===== src/rtl/gp_regs_pkg.sv =====
// Shared definitions for the general-purpose register file: default
// geometry, the default-width address type and the per-index reset value.
package gp_regs_pkg;

  localparam int DEFAULT_DATA_W   = 8;
  localparam int DEFAULT_NUM_REGS = 4;
  localparam int DEFAULT_ADDR_W   = (DEFAULT_NUM_REGS > 1) ? $clog2(DEFAULT_NUM_REGS) : 1;

  typedef logic [DEFAULT_ADDR_W-1:0] addr_t;

  // Register i comes out of reset holding 2 << i; callers truncate to DATA_W.
  function automatic logic [63:0] reset_value(input int idx);
    return 64'd2 << idx;
  endfunction

endpackage


===== src/rtl/gp_reg_scoreboard.sv =====
// Pending-write scoreboard for gp_reg_file. A lock marks a register as
// awaiting a producer; a write retires it. Protocol violations (out-of-range
// address, lock of an already-pending register, write to a register nobody
// locked) raise a sticky error that only err_clr or reset removes.
module gp_reg_scoreboard
  import gp_regs_pkg::*;
#(
  parameter int NUM_REGS = DEFAULT_NUM_REGS,
  parameter int ZERO_REG = 0,
  parameter int ADDR_W   = (NUM_REGS > 1) ? $clog2(NUM_REGS) : 1
) (
  input  logic                clk,
  input  logic                rst,
  input  logic                lock_en,
  input  logic [ADDR_W-1:0]   lock_addr,
  input  logic                wr_en,
  input  logic [ADDR_W-1:0]   wr_addr,
  input  logic                err_clr,
  output logic [NUM_REGS-1:0] busy_vec,
  output logic                err
);

  // Register 0 is hard-wired in ZERO_REG builds, so it never tracks a lock.
  localparam logic [NUM_REGS-1:0] LIVE_MASK =
    (ZERO_REG != 0) ? {{(NUM_REGS-1){1'b1}}, 1'b0} : {NUM_REGS{1'b1}};

  logic [NUM_REGS-1:0] busy_q, busy_d;
  logic                err_q, err_d;
  logic [NUM_REGS-1:0] wr_hot, lk_hot;
  logic [NUM_REGS-1:0] wr_sel, lk_sel;
  logic                wr_oob, lk_oob, lock_clash, orphan_wr, err_evt;

  // One-hot decode of both addresses; an all-zero result means out of range.
  always_comb begin
    wr_hot = '0;
    lk_hot = '0;
    for (int i = 0; i < NUM_REGS; i++) begin
      if (wr_addr == ADDR_W'(i)) wr_hot[i] = 1'b1;
      if (lock_addr == ADDR_W'(i)) lk_hot[i] = 1'b1;
    end
  end

  // Next busy/err state: the lock is applied after the write so that a
  // same-cycle lock+write on one register leaves it pending (new producer).
  always_comb begin
    wr_sel     = {NUM_REGS{wr_en}} & wr_hot & LIVE_MASK;
    lk_sel     = {NUM_REGS{lock_en}} & lk_hot & LIVE_MASK;
    wr_oob     = wr_en & ~(|wr_hot);
    lk_oob     = lock_en & ~(|lk_hot);
    lock_clash = |(lk_sel & busy_q & ~wr_sel);
    orphan_wr  = |(wr_sel & ~busy_q);
    err_evt    = wr_oob | lk_oob | lock_clash | orphan_wr;
    busy_d     = (busy_q & ~wr_sel) | lk_sel;
    err_d      = err_evt | (err_q & ~err_clr);
  end

  // State registers; reset discards whatever strobes are present.
  always_ff @(posedge clk or posedge rst) begin
    if (rst) begin
      busy_q <= '0;
      err_q  <= 1'b0;
    end else begin
      busy_q <= busy_d;
      err_q  <= err_d;
    end
  end

  assign busy_vec = busy_q;
  assign err      = err_q;

endmodule


===== src/rtl/gp_reg_file.sv =====
// General-purpose register file: one write port, two combinational read
// ports, per-register pending-write tracking via gp_reg_scoreboard.
// Optional write-through forwarding is enabled by defining
// GP_REG_FILE_BYPASS_EN; without it a write is visible the following cycle.
module gp_reg_file
  import gp_regs_pkg::*;
#(
  parameter  int DATA_W   = DEFAULT_DATA_W,
  parameter  int NUM_REGS = DEFAULT_NUM_REGS,
  parameter  int ZERO_REG = 0,
  localparam int ADDR_W   = (NUM_REGS > 1) ? $clog2(NUM_REGS) : 1
) (
  input  logic                clk,
  input  logic                rst,
  input  logic                wr_en,
  input  logic [ADDR_W-1:0]   wr_addr,
  input  logic [DATA_W-1:0]   wr_data,
  input  logic [ADDR_W-1:0]   rd_addr_a,
  input  logic [ADDR_W-1:0]   rd_addr_b,
  output logic [DATA_W-1:0]   rd_data_a,
  output logic [DATA_W-1:0]   rd_data_b,
  input  logic                lock_en,
  input  logic [ADDR_W-1:0]   lock_addr,
  output logic                busy_a,
  output logic                busy_b,
  output logic [NUM_REGS-1:0] busy_vec,
  output logic                err,
  input  logic                err_clr
);

  localparam logic [NUM_REGS-1:0] LIVE_MASK =
    (ZERO_REG != 0) ? {{(NUM_REGS-1){1'b1}}, 1'b0} : {NUM_REGS{1'b1}};

  logic [DATA_W-1:0]   regs_q [NUM_REGS];
  logic [DATA_W-1:0]   regs_d [NUM_REGS];
  logic [NUM_REGS-1:0] wr_sel;

  gp_reg_scoreboard #(
    .NUM_REGS (NUM_REGS),
    .ZERO_REG (ZERO_REG),
    .ADDR_W   (ADDR_W)
  ) u_scoreboard (
    .clk       (clk),
    .rst       (rst),
    .lock_en   (lock_en),
    .lock_addr (lock_addr),
    .wr_en     (wr_en),
    .wr_addr   (wr_addr),
    .err_clr   (err_clr),
    .busy_vec  (busy_vec),
    .err       (err)
  );

  // Decode the write onto writable registers; out-of-range writes select none.
  always_comb begin
    wr_sel = '0;
    for (int i = 0; i < NUM_REGS; i++) begin
      if (wr_en && (wr_addr == ADDR_W'(i))) wr_sel[i] = 1'b1;
    end
    wr_sel = wr_sel & LIVE_MASK;
  end

  // Next-state of the storage array.
  always_comb begin
    for (int i = 0; i < NUM_REGS; i++) begin
      regs_d[i] = wr_sel[i] ? wr_data : regs_q[i];
    end
  end

  // Storage with per-index reset values; register 0 stays 0 in ZERO_REG builds.
  always_ff @(posedge clk or posedge rst) begin
    if (rst) begin
      for (int i = 0; i < NUM_REGS; i++) begin
        regs_q[i] <= LIVE_MASK[i] ? DATA_W'(reset_value(i)) : '0;
      end
    end else begin
      for (int i = 0; i < NUM_REGS; i++) begin
        regs_q[i] <= regs_d[i];
      end
    end
  end

`ifdef GP_REG_FILE_BYPASS_EN
  logic byp_a, byp_b;
`endif

  // Read muxes: stored value (0 for hard-wired or out-of-range), optionally
  // overridden by the in-flight write; the busy flag follows the same index.
  always_comb begin
    rd_data_a = '0;
    rd_data_b = '0;
    busy_a    = 1'b0;
    busy_b    = 1'b0;
    for (int i = 0; i < NUM_REGS; i++) begin
      if (rd_addr_a == ADDR_W'(i)) begin
        rd_data_a = LIVE_MASK[i] ? regs_q[i] : '0;
        busy_a    = busy_vec[i];
      end
      if (rd_addr_b == ADDR_W'(i)) begin
        rd_data_b = LIVE_MASK[i] ? regs_q[i] : '0;
        busy_b    = busy_vec[i];
      end
    end
`ifdef GP_REG_FILE_BYPASS_EN
    // A forwarded write retires the pending flag unless it is re-locked now.
    byp_a = (|wr_sel) && (wr_addr == rd_addr_a);
    byp_b = (|wr_sel) && (wr_addr == rd_addr_b);
    if (byp_a) begin
      rd_data_a = wr_data;
      if (!(lock_en && (lock_addr == rd_addr_a))) busy_a = 1'b0;
    end
    if (byp_b) begin
      rd_data_b = wr_data;
      if (!(lock_en && (lock_addr == rd_addr_b))) busy_b = 1'b0;
    end
`endif
  end

endmodule


===== config.mk =====
export PLATFORM = sky130hd
export DESIGN_NAME = gp_reg_file
export DESIGN_NICKNAME = d
export VERILOG_FILES = /design/src/rtl/gp_regs_pkg.sv /design/src/rtl/gp_reg_scoreboard.sv /design/src/rtl/gp_reg_file.sv
export SDC_FILE = /design/constraint.sdc
export NUM_CORES = 1
export LEC_CHECK = 0
export ABC_AREA = 1
export CAP_MARGIN = 30
export CORE_MARGIN = 2
export CORE_UTILIZATION = 50
export DETAILED_ROUTE_END_ITERATION = 8
export MAX_ROUTING_LAYER = met4
export PLACE_DENSITY = 0.79
export SETUP_SLACK_MARGIN = 0.5
export SYNTH_ARGS = -nofsm -noshare
export SYNTH_HDL_FRONTEND = slang
export SYNTH_SLANG_ARGS = --single-unit
export TNS_END_PERCENT = 5

===== constraint.sdc =====
create_clock -name clk -period 1.7 [get_ports clk]
set_clock_uncertainty 0.1 [all_clocks]
set_input_delay 0.425 -clock clk [delete_from_list [all_inputs] [get_ports clk]]
set_output_delay 0.425 -clock clk [all_outputs]
set_load 0.01 [all_outputs]

Run 1, clock routing:
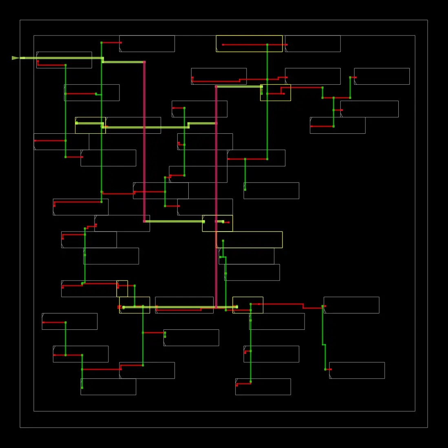
flop count: 37
count of clock buffers in the final design: 5
clk ins delay skew pair: 0.29 ns

Run 1, metal 3:
Drawn at 6 px/um.
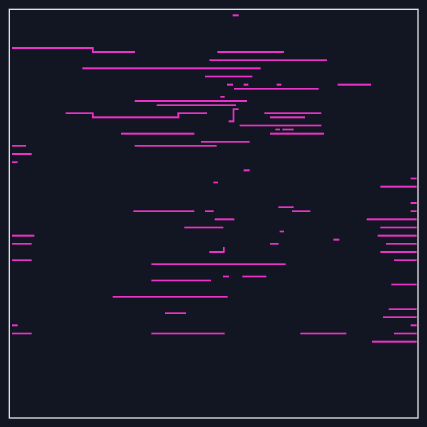
longest straight run: 29.4 um
share of all routed wire: 6.9%
nets with wire on the layer: 52
main direction: horizontal

Run 1, cell sizes after repair:
Drawn at 6 px/um.
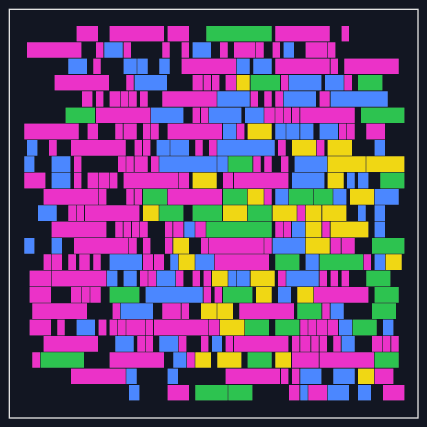
[yellow] x3 and x4 | cells: 32 | share: 9.6%
[magenta] x1 and smaller | cells: 189 | share: 57%
[green] x6 and larger | cells: 32 | share: 9.6%
[blue] x2 | cells: 80 | share: 24%

Run 1, sequential cells colored by netlist name:
Drawn at 6 px/um.
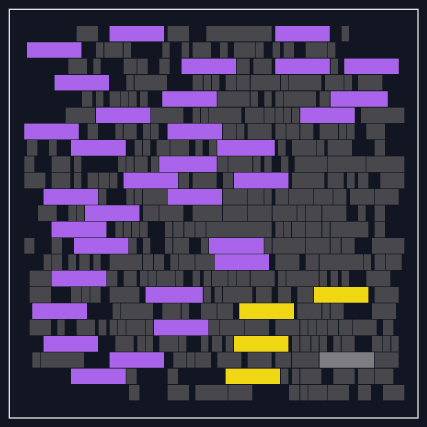
[purple] regs_q | placed flops: 32
[yellow] u_scoreboard.busy_vec | placed flops: 4
not colored: 1

## run 1: cell type report
cell class,instances,area (um2)
Sequential cell,37,930.9
Inverter,29,116.4
Tap cell,50,62.56
Multi-Input combinational cell,184,1151
Timing Repair Buffer,75,674.4
Fill cell,279,902.1
Clock buffer,5,68.82
Clock inverter,3,65.06
## run 1: cell usage in the layout (no fill, tap or decap)
cell             netlist  routed
a21oi_1                2       1
a21oi_2                0       1
buf_12                 0       3
buf_2                  1      20
buf_4                  0      16
buf_6                  4      19
buf_8                  0       2
bufinv_16              0       2
clkbuf_8               0       5
clkdlybuf4s15_2        0       1
clkdlybuf4s50_1        0      10
clkinv_2               0       1
dfrtp_1               33      33
dfstp_2                4       4
dlygate4sd2_1          0       3
dlymetal6s2s_1         0       1
inv_1                 27      22
inv_2                  2       5
inv_4                  0       1
inv_6                  0       1
nand2_1               99      84
nand2_2                3      16
nand2_4                1       3
nand3_1                5       3
nand3_2                1       3
nand3_4                3       3
nand4_1                3       3
nor2_1                 8       5
nor2_2                 6       2
nor2_4                 0       9
o2111ai_1             14       2
o2111ai_2              0      12
o21ai_0                4       2
o21ai_1               18      20
o21ai_2               15      15
## run 1: synthesized netlist by cell type, drive strengths merged
cell     count  area, um2
o2111ai     14      122.6
o21ai       37      241.5
inv         29      108.9
nand3        9      87.58
buf          5      50.04
dfrtp       33      825.8
nand2      103      401.6
a21oi        2      10.01
nand4        3      18.77
dfstp        4      105.1
nor2        14      67.57
## run 1: path summary, 6_finish.rpt
check / startpoint / endpoint
max: rd_addr_a[0] / rd_data_a[2]
min: lock_addr[1] / u_scoreboard.busy_vec[2]
max reg2reg: u_scoreboard.busy_vec[0] / u_scoreboard.err
min reg2reg: regs_q[2] / regs_q[2]
max in group asynchronous: rst / regs_q[11]
min in group asynchronous: rst / regs_q[22]
==> metrics.yaml, run 1 <==
worstSetupPathType: "input pin to primary output"
crit_buf_inv: 4
setup.worst_path.end_class: "primary output"
cts_sinks: 37
power_frac_seq_pct: 39.6
synthesis.nets: 274
syn-cell-area_mm2: 0.002039
cts_buffers: 5
worst_ep_required_time_ns: 1.17
coreArea_mm2: 0.003971
finalSetupTns_ns: -0.9640
period_used_pct: 107.3
drive_gt1_share_pct: 43.24
place_congestion: 0.9354
tightest_slew_ns: 0.2141
dp_cells: 368
setup-violations-final: 16
ctsHoldBuffers: 0
maxCapViolCount: 0
area_growth_pct: 50.49
antenna_cells: 0
die.size.y_um: 67.87
rsz0062_at_grt: "true"
path_cells: "buf_8 -> buf_6 -> nor2_4 -> buf_6 -> nand2_4 -> nand2_2 -> a21oi_2 -> o21ai_1 -> buf_2"
use_met3_pct: 6.743
largest_reg_flops: 32
worstPathMaxFanout: 4
grt_max_degree: 38
track_usage_pct: 31.32
finish.utilization_pct: 77.28
drtPass1Iterations: 5
fin_ws_ns: -0.1234
postCtsResizedCells: 167
status: "complete, but fails checks"
ys_seq_share_pct: 45.64
hpwl_mm: 4.029
top_power_group: "sequential cells"
arrival_ns: 1.30
rrSetupSlack_ns: 0.64
violations: "setup timing"
fp.dieArea_mm2: 0.004606
routed.top_layer: "met4"
crit_cells: 9
xor_share_pct: 0
ant_nets: 0
synthAdderAreaFrac_pct: 0
overflow: 0
met2_usage_pct: 51.35
Run 1, signal metal coverage by tile:
Drawn at 6 px/um. 14 x 14 tiles, from black (low) to pale yellow (high), scaled to the fullest tile. Values are wire area over tile area, all layers added.
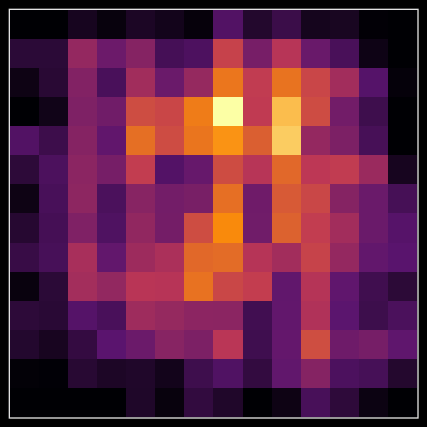

## Run 2: what changed since run 1
--- a/config.mk
+++ b/config.mk
@@ -10,7 +10,6 @@
 export CORE_MARGIN = 2
 export CORE_UTILIZATION = 50
 export DETAILED_ROUTE_END_ITERATION = 8
-export MAX_ROUTING_LAYER = met4
 export PLACE_DENSITY = 0.79
 export SETUP_SLACK_MARGIN = 0.5
 export SYNTH_ARGS = -nofsm -noshare
Run 2, signal metal coverage by tile:
Drawn at 6 px/um. 14 x 14 tiles, from black (low) to pale yellow (high), scaled to the fullest tile. Values are wire area over tile area, all layers added.
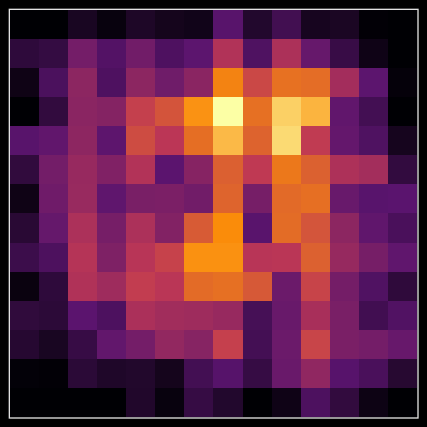
fullest tile: 0.71
mean over tiles: 0.22
densest ninth of the die: center
nearly empty tiles: 8.2%
emptiest ninth of the die: lower left

==> run 2 against run 1 <==
The run still ends with setup timing left. Core utilization is the same. Critical path depth is the same. Routed wire length shrank 0.37%. Via count shrank 0.47%. Setup slack gained 0.0036 ns. Clock-buffer cell count is the same. Sequential power is essentially flat. Synthesized cell count is the same. Cell count is the same. Area after synthesis is the same. Die area is the same.
==> metrics.yaml, run 2 <==
period_used_pct: 107.1  # -0.21 points
area_growth_pct: 50.49  # unchanged
violations: "setup timing"
crit_start: "rd_addr_a[0]"
overflow: 0  # unchanged
async_reset_ff_share_pct: 100.0  # unchanged
top_cell_area_share_pct: 40.49  # unchanged
fp.dieArea_mm2: 0.004606  # unchanged
largest_reg_flops: 32  # unchanged
cts_sinks: 37  # unchanged
min_to: "u_scoreboard.busy_vec[2]"
ys_seq_share_pct: 45.64  # unchanged
rrSetupSlack_ns: 0.63  # about the same
crit_buf_inv: 4  # unchanged
status: "complete, but fails checks"
arrival_ns: 1.29  # about the same
synth_dominant_cell_count: "nand2_1"
setup.worst_path.end_class: "primary output"
coreArea_mm2: 0.003971  # unchanged
antenna_cells: 0  # unchanged
cts_buffers: 5  # unchanged
drive_gt1_share_pct: 43.24  # unchanged
ant_nets: 0  # unchanged
synth.area.top_cells: "dfrtp_1, nand2_1, o21ai_2"
fin_ws_ns: -0.1199  # +0.003555 ns
rr_endpoint: "u_scoreboard.err"
worstSetupPathType: "input pin to primary output"
lay_top_cells: "nand2_1, dfrtp_1, inv_1, o21ai_1, buf_2"
hold_path_startpoint: "lock_addr[1]"
synthesis.nets: 274  # unchanged
dp_cells: 368  # unchanged
setup-violations-final: 16  # unchanged
hpwl_mm: 4.029  # unchanged
edf_count: 0  # unchanged
die.size.y_um: 67.87  # unchanged
-- run 2: cell counts after synthesis --
Identical to the previous run, type by type.
-- run 2: area by class of cell --
class                   count  area (um2)
multi-input cells         184        1151
flip-flops and latches     37       930.9
fillers                   279       902.1
repair buffers             75       674.4
inverters                  29       116.4
clock buffers               5       68.82
clock inverters             3       65.06
well taps                  50       62.56
-- run 2: worst max path at each step --
stage | depth (start not counted) | to
5_1_grt | 9 | rd_data_a[2]
6_report | 9 | rd_data_a[2]
2_1_floorplan | 5 | rd_data_a[2]
3_5_place_dp | 6 | rd_data_a[0]
4_1_cts | 7 | rd_data_b[0]
3_3_place_gp | 6 | rd_data_b[2]
-- run 2: report_power, final --
part           leakage, nW  switching [W]  total [W]  internal [W]
Clock               0.0681       0.000334   0.000917      0.000583
Combinational        0.972       0.000446   0.000838      0.000392
Sequential           0.449       0.000119    0.00115       0.00103
-- run 2: kinds of logic after synthesis --
logic type             synth area share (%)
AND/OR/NAND/NOR                       28.22
AND-OR/OR-AND                         18.34
flip-flops                            45.64
buffers and inverters                 7.791
-- run 2: what timing repair did --
| action | 4_1_cts | 5_1_grt |
|---|---|---|
| pin swaps | 20 | 8 |
| setup endpoints to repair | 60 | 32 |
| gates resized | 167 | 14 |
| hold buffers | 0 | 0 |
| cloned | 2 | 0 |
| buffers inserted | 5 | 0 |
-- run 2: worst register-to-register path, delay by kind of cell (launching register included) --
kind | cells | cell delay, ns
AND/OR/NAND/NOR | 3 | 0.26
buffers and inverters | 2 | 0.15
flip-flops | 1 | 0.36
AND-OR/OR-AND | 1 | 0.08
-- run 2: per-layer routing --
metal  vias to the layer above  part of all wire, %  GRT usage, %
met5                         -                    0             0
met3                        21                  7.1         6.743
met1                       994                   39         36.34
li1                        990                    -             -
met4                         0                  3.8         16.00
met2                        93                   50         51.35
Run 2, metal 3:
Drawn at 6 px/um.
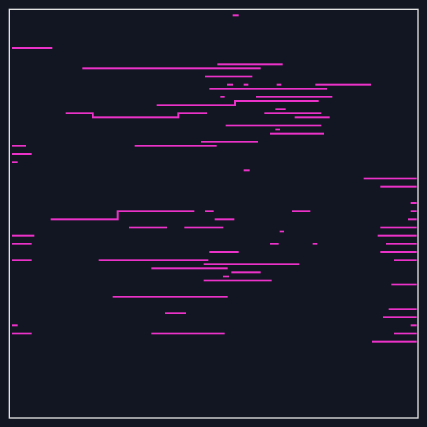

## Run 3: what changed since run 2
--- a/config.mk
+++ b/config.mk
@@ -7,10 +7,12 @@
 export LEC_CHECK = 0
 export ABC_AREA = 1
 export CAP_MARGIN = 30
+export CELL_PAD_IN_SITES_DETAIL_PLACEMENT = 1
+export CELL_PAD_IN_SITES_GLOBAL_PLACEMENT = 1
 export CORE_MARGIN = 2
-export CORE_UTILIZATION = 50
+export CORE_UTILIZATION = 37
 export DETAILED_ROUTE_END_ITERATION = 8
-export PLACE_DENSITY = 0.79
+export PLACE_DENSITY_LB_ADDON = 0.1
 export SETUP_SLACK_MARGIN = 0.5
 export SYNTH_ARGS = -nofsm -noshare
 export SYNTH_HDL_FRONTEND = slang
Run 3, metal 3:
Drawn at 6 px/um.
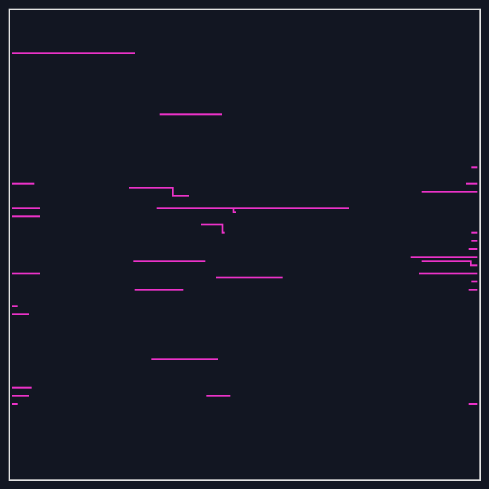
WL final: 6.949 mm
via count: 2092

==> run 3 against run 2 <==
The run still ends with setup timing left. Cell area up 2.0%. Sequential share of layout area is 0.61 points lower. Worst hold slack worse by 0.0071 ns. Fmax rose by 3.4%. Non-clock buffer count up 1. Global-route usage fell by 5.9 points. Combinational power grew 2.6%. Clock-buffer cell count rose by 1. Via count decreased by 0.29%. Core utilization decreased by 19 points. Largest power group unchanged.
==> metrics.yaml, run 3 <==
drtIter0Drc: 93
setup.worst_path.end_class: "primary output"
initial_core_util_pct: 37.73
met2_usage_pct: 43.53  # -7.8 points
period_used_pct: 103.5  # -3.6 points
coreArea_mm2: 0.005405  # +36%
synthesis.nets: 274  # unchanged
path_cells: "buf_8 -> buf_8 -> nor2_4 -> buf_6 -> nand2_2 -> o2111ai_2 -> buf_2"
antenna_cells: 0  # unchanged
edf_count: 0  # unchanged
setup-violations-final: 15  # -1
top_cell_area_share_pct: 40.49  # unchanged
ff_latch_area_um2: 930.9  # unchanged
p_leak_nw: 1.485
violations: "setup timing"
cts_sinks: 37  # unchanged
wl_met2_mm: 3.698  # +19%
use_met3_pct: 3.908  # -2.8 points
ctsHoldBuffers: 0  # unchanged
cts_buffers: 5  # unchanged
ant_nets: 0  # unchanged
place_congestion: 0.8083
lay_top_cells: "nand2_1, dfrtp_1, inv_1, buf_2, o21ai_1"
portBuffers: 43
largest_reg_flops: 32  # unchanged
die.size.y_um: 78.25  # +15%
drive_gt1_share_pct: 42.51  # -0.73 points
layout.area.comb_mm2: 0.001166  # +1.3%
wl_met3_um: 196  # -56%
cts_tree: "built"
area_growth_pct: 53.56
met1_usage_pct: 31.36  # -5.0 points
drt-met1-wl_mm: 3.006  # +22%
synth_dominant_cell_count: "nand2_1"
worstSetupPathType: "input pin to primary output"
crit_buf_inv: 4  # unchanged
hpwl_mm: 4.744  # +18%
overflow: 0  # unchanged
n_fill_cell: 641  # +130%
async_reset_ff_share_pct: 100.0  # unchanged
status: "complete, but fails checks"
synth.area.top_cells: "dfrtp_1, nand2_1, o21ai_2"
fp.dieArea_mm2: 0.006122  # +33%
routed.top_layer: "met4"
fin_ws_ns: -0.05933  # +0.06056 ns
ys_seq_share_pct: 45.64  # unchanged
rrSetupSlack_ns: 0.61  # -0.02 ns
==> run 3: power breakdown <==
group / switching, W / internal (W) / total, W
clock: 0.000343 / 0.000329 / 0.000672
sequential: 0.000123 / 0.00103 / 0.00116
combinational: 0.000455 / 0.000405 / 0.000860
==> run 3: timing repair <==
item,CTS,global route
setup buffers,6,0
cloned,2,0
endpoints found under the setup margin,60,43
pin swaps,18,2
resized,164,20
==> run 3: cell families (layout without fill, tap and decap cells) <==
group	count (synthesis)	after routing	share of synthesized area, %
flops	37	37	45.64
buf+inv	34	113	7.791
compound gates	53	53	18.34
simple gates	129	131	28.22
==> run 3: layout make-up <==
type,instances,area share (%)
multi-input combinational,184,37.24
timing repair buffer,76,23.45
inverter,29,3.636
tap,72,2.877
sequential,37,29.72
clock buffer,6,2.637
clock inverter,2,0.4395
==> run 3: path summary, 6_finish.rpt <==
path / from / to / depth (start not counted)
setup / recovery: rd_addr_b[0] / rd_data_b[3] / 7
max in group asynchronous: rst / regs_q[4] / 3
hold reg to reg: regs_q[7] / regs_q[7] / 2
min in group asynchronous: rst / regs_q[5] / 3
setup reg to reg: u_scoreboard.busy_vec[1] / u_scoreboard.err / 6
hold / removal: lock_addr[1] / u_scoreboard.busy_vec[2] / 3
==> run 3: stage by stage <==
stage	utilization, %	instances	area [um2]	hold slack [ns]
final	57.94	406	3132	0.3653
after global routing	57.94	406	3132	0.3885
after CTS	57.22	406	3093	0.3958
after detailed placement	53.61	390	2898	0.3761
after global placement	53.61	390	2898	0.3671
after floorplan	-	253	2137	0.3550
==> run 3: worst register-to-register path: stages, from the launching register on <==
cell     delay (ns)
dfrtp_1        0.39
buf_4          0.13
inv_2          0.08
nand4_1        0.14
nand2_2        0.11
nor2_2         0.03
nand3_1        0.05
No activity file was given, so power comes from the tool's default toggle rates.
